==> src/rtl/seq_sort_pkg.sv <==
// Shared definitions for the seq_sort_cg burst processor: mode codes,
// control FSM states and the counter-width helper.
package seq_sort_pkg;

    // Operation codes carried on in_mode; 6 and 7 fall back to pass-through.
    localparam logic [2:0] MODE_PASS = 3'd0;
    localparam logic [2:0] MODE_REV  = 3'd1;
    localparam logic [2:0] MODE_ASC  = 3'd2;
    localparam logic [2:0] MODE_DESC = 3'd3;
    localparam logic [2:0] MODE_PSUM = 3'd4;
    localparam logic [2:0] MODE_NORM = 3'd5;

    typedef enum logic [1:0] {
        IDLE = 2'd0,
        LOAD = 2'd1,
        CALC = 2'd2,
        OUT  = 2'd3
    } state_e;

    // Width of a counter able to hold 0..depth.
    function automatic int cnt_w(input int depth);
        return $clog2(depth + 1);
    endfunction

endpackage

==> src/rtl/cg_cell.sv <==
// Latch-based integrated clock gate: enable is captured while clk is low so
// the gated clock never glitches. test_en forces the clock on.
module cg_cell (
    input  logic clk,
    input  logic en,
    input  logic test_en,
    output logic gclk
);

    logic en_l;

    // Transparent-low enable latch.
    always_latch begin
        if (!clk) en_l <= en | test_en;
    end

    assign gclk = clk & en_l;

endmodule

==> src/rtl/seq_sort_cg.sv <==
// seq_sort_cg: captures a burst of up to DEPTH unsigned words, runs the
// operation selected by in_mode for exactly DEPTH cycles, then streams DEPTH
// results. Latency is fixed from the last stored word whether the burst is
// full or short.
// Build option: define SEQ_SORT_CG_GATED_CLK_EN to clock the buffer/datapath
// registers through cg_cell (gated by cg_en); otherwise cg_en is ignored and
// plain register enables are used.
module seq_sort_cg
    import seq_sort_pkg::*;
#(
    parameter int WIDTH = 9,
    parameter int DEPTH = 6
) (
    input  logic             clk,
    input  logic             rst_n,
    input  logic             cg_en,
    input  logic             in_valid,
    input  logic [WIDTH-1:0] in_data,
    input  logic [2:0]       in_mode,
    output logic             out_valid,
    output logic [WIDTH-1:0] out_data
);

    localparam int CNT_W = cnt_w(DEPTH);
    localparam int IDX_W = (DEPTH > 1) ? $clog2(DEPTH) : 1;
    localparam logic [CNT_W-1:0] LAST = CNT_W'(DEPTH - 1);
    localparam logic [CNT_W-1:0] ONE  = CNT_W'(1);

    state_e                       state_q, state_d;
    logic [CNT_W-1:0]             cnt_q, cnt_d;
    logic [DEPTH-1:0][WIDTH-1:0]  buf_q, buf_d;
    logic [2:0]                   mode_q, mode_d;
    logic                         out_valid_q, out_valid_d;
    logic [WIDTH-1:0]             out_data_q, out_data_d;

    logic                         cap_first, cap, phase_en;
    logic [CNT_W-1:0]             phase_cnt;
    logic [IDX_W-1:0]             idx;
    logic [DEPTH-1:0][WIDTH-1:0]  swp, xform;
    logic                         is_sort;

    // cnt_q is the store index in LOAD, the phase number in CALC and the
    // read index in OUT.
    assign idx     = cnt_q[IDX_W-1:0];
    assign is_sort = (mode_q == MODE_ASC) || (mode_q == MODE_DESC);

    // Control FSM: next state, counter and datapath strobes.
    // A short burst is detected one cycle late (in_valid low in LOAD); that
    // cycle already runs phase 0 so the overall latency matches a full burst.
    always_comb begin
        state_d   = state_q;
        cnt_d     = cnt_q;
        cap_first = 1'b0;
        cap       = 1'b0;
        phase_en  = 1'b0;
        phase_cnt = '0;
        case (state_q)
            IDLE: begin
                if (in_valid) begin
                    cap_first = 1'b1;
                    state_d   = LOAD;
                    cnt_d     = ONE;
                end
            end
            LOAD: begin
                if (in_valid) begin
                    cap = 1'b1;
                    if (cnt_q == LAST) begin
                        state_d = CALC;
                        cnt_d   = '0;
                    end else begin
                        cnt_d = cnt_q + ONE;
                    end
                end else begin
                    phase_en = 1'b1;
                    state_d  = CALC;
                    cnt_d    = ONE;
                end
            end
            CALC: begin
                phase_en  = 1'b1;
                phase_cnt = cnt_q;
                if (cnt_q == LAST) begin
                    state_d = OUT;
                    cnt_d   = '0;
                end else begin
                    cnt_d = cnt_q + ONE;
                end
            end
            OUT: begin
                if (cnt_q == LAST) begin
                    state_d = IDLE;
                    cnt_d   = '0;
                end else begin
                    cnt_d = cnt_q + ONE;
                end
            end
            default: begin
                state_d = IDLE;
                cnt_d   = '0;
            end
        endcase
    end

    // FSM and counter registers, always on the free-running clock.
    always_ff @(posedge clk or negedge rst_n) begin
        if (!rst_n) begin
            state_q <= IDLE;
            cnt_q   <= '0;
        end else begin
            state_q <= state_d;
            cnt_q   <= cnt_d;
        end
    end

    // One odd-even transposition phase: even phases pair (0,1),(2,3)..,
    // odd phases pair (1,2),(3,4)..; pairs are disjoint so reading buf_q is safe.
    always_comb begin
        swp = buf_q;
        for (int i = 0; i < DEPTH - 1; i++) begin
            if (i[0] == phase_cnt[0]) begin
                if (((mode_q == MODE_ASC)  && (buf_q[i] > buf_q[i+1])) ||
                    ((mode_q == MODE_DESC) && (buf_q[i] < buf_q[i+1]))) begin
                    swp[i]   = buf_q[i+1];
                    swp[i+1] = buf_q[i];
                end
            end
        end
    end

    // Whole-buffer transforms for the non-sort modes, applied once at phase 0;
    // remaining CALC cycles just hold the result to keep latency fixed.
    always_comb begin
        logic [WIDTH-1:0] mn;
        logic [WIDTH:0]   acc;
        xform = buf_q;
        mn    = buf_q[0];
        acc   = '0;
        case (mode_q)
            MODE_REV: begin
                for (int i = 0; i < DEPTH; i++) xform[i] = buf_q[DEPTH-1-i];
            end
            MODE_PSUM: begin
                for (int i = 0; i < DEPTH; i++) begin
                    acc      = {1'b0, acc[WIDTH-1:0]} + {1'b0, buf_q[i]};
                    xform[i] = acc[WIDTH-1:0];
                end
            end
            MODE_NORM: begin
                for (int i = 1; i < DEPTH; i++) begin
                    if (buf_q[i] < mn) mn = buf_q[i];
                end
                for (int i = 0; i < DEPTH; i++) xform[i] = buf_q[i] - mn;
            end
            default: ;
        endcase
    end

    // Buffer next value: clear-and-capture on the first word so short bursts
    // see zeros in unfilled slots, then store or compute.
    always_comb begin
        buf_d  = buf_q;
        mode_d = mode_q;
        if (cap_first) begin
            buf_d    = '0;
            buf_d[0] = in_data;
            mode_d   = in_mode;
        end else if (cap) begin
            buf_d[idx] = in_data;
        end else if (phase_en) begin
            if (is_sort)               buf_d = swp;
            else if (phase_cnt == '0)  buf_d = xform;
        end
    end

`ifdef SEQ_SORT_CG_GATED_CLK_EN
    logic dp_en, dp_clk;

    // Clock runs for LOAD/CALC/OUT and for the IDLE edge that captures word 0.
    assign dp_en = !cg_en || (state_q != IDLE) || in_valid;

    cg_cell u_cg_cell (
        .clk     (clk),
        .en      (dp_en),
        .test_en (1'b0),
        .gclk    (dp_clk)
    );

    // Buffer and mode registers on the gated clock.
    always_ff @(posedge dp_clk or negedge rst_n) begin
        if (!rst_n) begin
            buf_q  <= '0;
            mode_q <= MODE_PASS;
        end else begin
            buf_q  <= buf_d;
            mode_q <= mode_d;
        end
    end
`else
    logic dp_we;
    logic unused_cg_en;

    assign dp_we        = cap_first | cap | phase_en;
    assign unused_cg_en = cg_en;

    // Buffer and mode registers with a plain write enable.
    always_ff @(posedge clk or negedge rst_n) begin
        if (!rst_n) begin
            buf_q  <= '0;
            mode_q <= MODE_PASS;
        end else if (dp_we) begin
            buf_q  <= buf_d;
            mode_q <= mode_d;
        end
    end
`endif

    // Output stage: registered copy of the OUT-state read, forced to 0 otherwise.
    always_comb begin
        out_valid_d = (state_q == OUT);
        out_data_d  = (state_q == OUT) ? buf_q[idx] : '0;
    end

    // Output registers on the free-running clock.
    always_ff @(posedge clk or negedge rst_n) begin
        if (!rst_n) begin
            out_valid_q <= 1'b0;
            out_data_q  <= '0;
        end else begin
            out_valid_q <= out_valid_d;
            out_data_q  <= out_data_d;
        end
    end

    assign out_valid = out_valid_q;
    assign out_data  = out_data_q;

endmodule

==> config.mk <==
export PLATFORM = sky130hd
export DESIGN_NAME = seq_sort_cg
export DESIGN_NICKNAME = d
export VERILOG_FILES = /design/src/rtl/seq_sort_pkg.sv /design/src/rtl/cg_cell.sv /design/src/rtl/seq_sort_cg.sv
export SDC_FILE = /design/constraint.sdc
export NUM_CORES = 1
export LEC_CHECK = 0
export CORE_MARGIN = 2
export CORE_UTILIZATION = 30
export DETAILED_ROUTE_END_ITERATION = 12
export SLEW_MARGIN = 10
export SYNTH_ARGS = -nofsm -noshare
export SYNTH_HDL_FRONTEND = slang
export SYNTH_SLANG_ARGS = --single-unit
==> constraint.sdc <==
create_clock -name clk -period 36.1 [get_ports clk]
set_clock_uncertainty 0.1 [all_clocks]
set_input_delay 3.61 -clock clk [delete_from_list [all_inputs] [get_ports clk]]
set_output_delay 3.61 -clock clk [all_outputs]
set_load 0.01 [all_outputs]
### The metal 3 layer

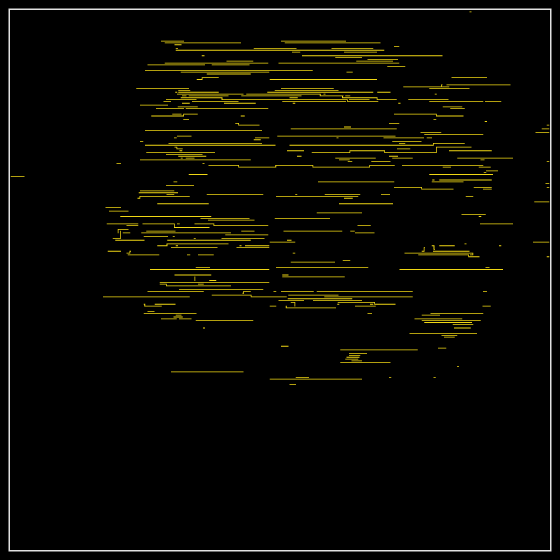
main direction: horizontal
wire length on this layer: 3,760 um
Detailed Route WL: 43.2 mm
Global Route met3 Usage: 3.07%
via count: 11,773

### Sequential cells colored by netlist name

Bar = 50 um. Other sequential cells in the stronger gray, the rest of the logic in the fainter gray.
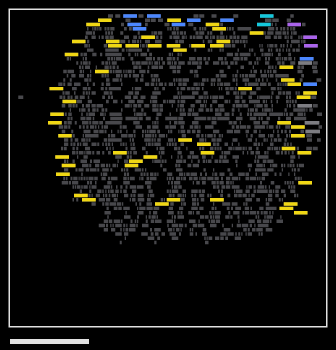
legend:
  cnt_q:
    color: purple
    flops: 3
  state_q:
    color: cyan
    flops: 2
  out_data:
    color: blue
    flops: 9
  buf_q:
    color: yellow
    flops: 54
not colored: 4
sequential share of cell area: 14.2%
sequential cell area: 1810 sq um
post-layout util: 33.0%

### Gate-type map

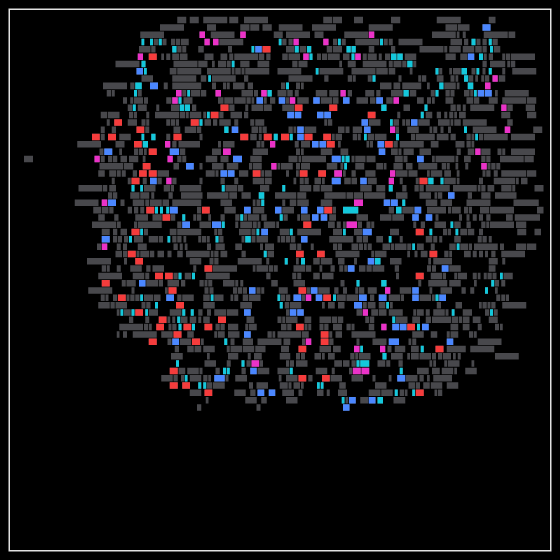
legend:
  xor and xnor cells:
    color: red
    cells: 74
  non-inverting ao/oa cells:
    color: blue
    cells: 90
  and/or cells:
    color: magenta
    cells: 48
  nor cells:
    color: cyan
    cells: 150
Comb/total area: 71.6%
most frequent logic cell in the layout: a21oi_1
Post-Layout Cell Count: 2,028

### Metal 2

Bar = 50 um.
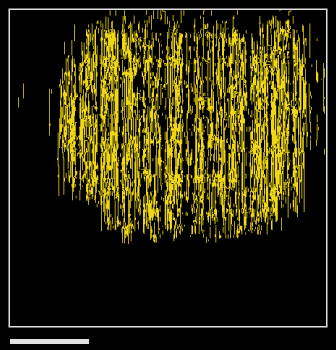
nets with wire on the layer: 1,298
share of all routed wire: 44%
longest straight run: 68.0 um
main direction: vertical
GR met2 Demand/Resource: 33.6%

==> results.txt <==
fresh numbers from the pnr run: # diodes 0, initial antenna violation count 0, I/O pin count 26, Setup crit end buf_q[44], Comb gates between 1,000 and 1,500, FFs w/ async S/R, synth 100%, Reg-to-Reg End buf_q[44], wire length on met3 3.76 mm, layout cell share with drive strength beyond 1 between 6 and 7%, Hold Fails Final Rpt 0, worst r2r src buf_q[6], min-delay worst type reg -> reg, Final HPWL DP 32.1 mm, non-clk buf share around 3.3%, CP max stage delay 0.70 ns, vias in the first global route roughly 11,000, drt wl/cell 21.3 um, clock buffers 13, Vias/cell between 5 and 6, wire length on met1 ~19 mm, CTS tree done, setup TNS 0 ns, max reg flops 54, largest net degree at the start of global routing 73, Placement Setup Slack around 22 ns, Highest Clock Rate between 60 and 70 MHz, distinct lib cells roughly 78, synthesized cell area 11,600 sq um, initial detailed-routing violation count 1,204, Most Crowded Layer GR met2, status finished clean, unrepaired setup endpoints after global routing no, DIE WIDTH ~200 um, Final Cycle Share 39.6%, max_cap viols 0, post-detailed-route count of antenna-violating nets 0, design area 12,700 sq um, grt met1 use between 20% and 30%, post-CTS setup buffers 0, Area after DPL between 10,000 and 15,000 sq um, Row Count 72, Final GP Congestion roughly 0.95, FA/HA/MAJ Cells, Area Fraction approximately 18%
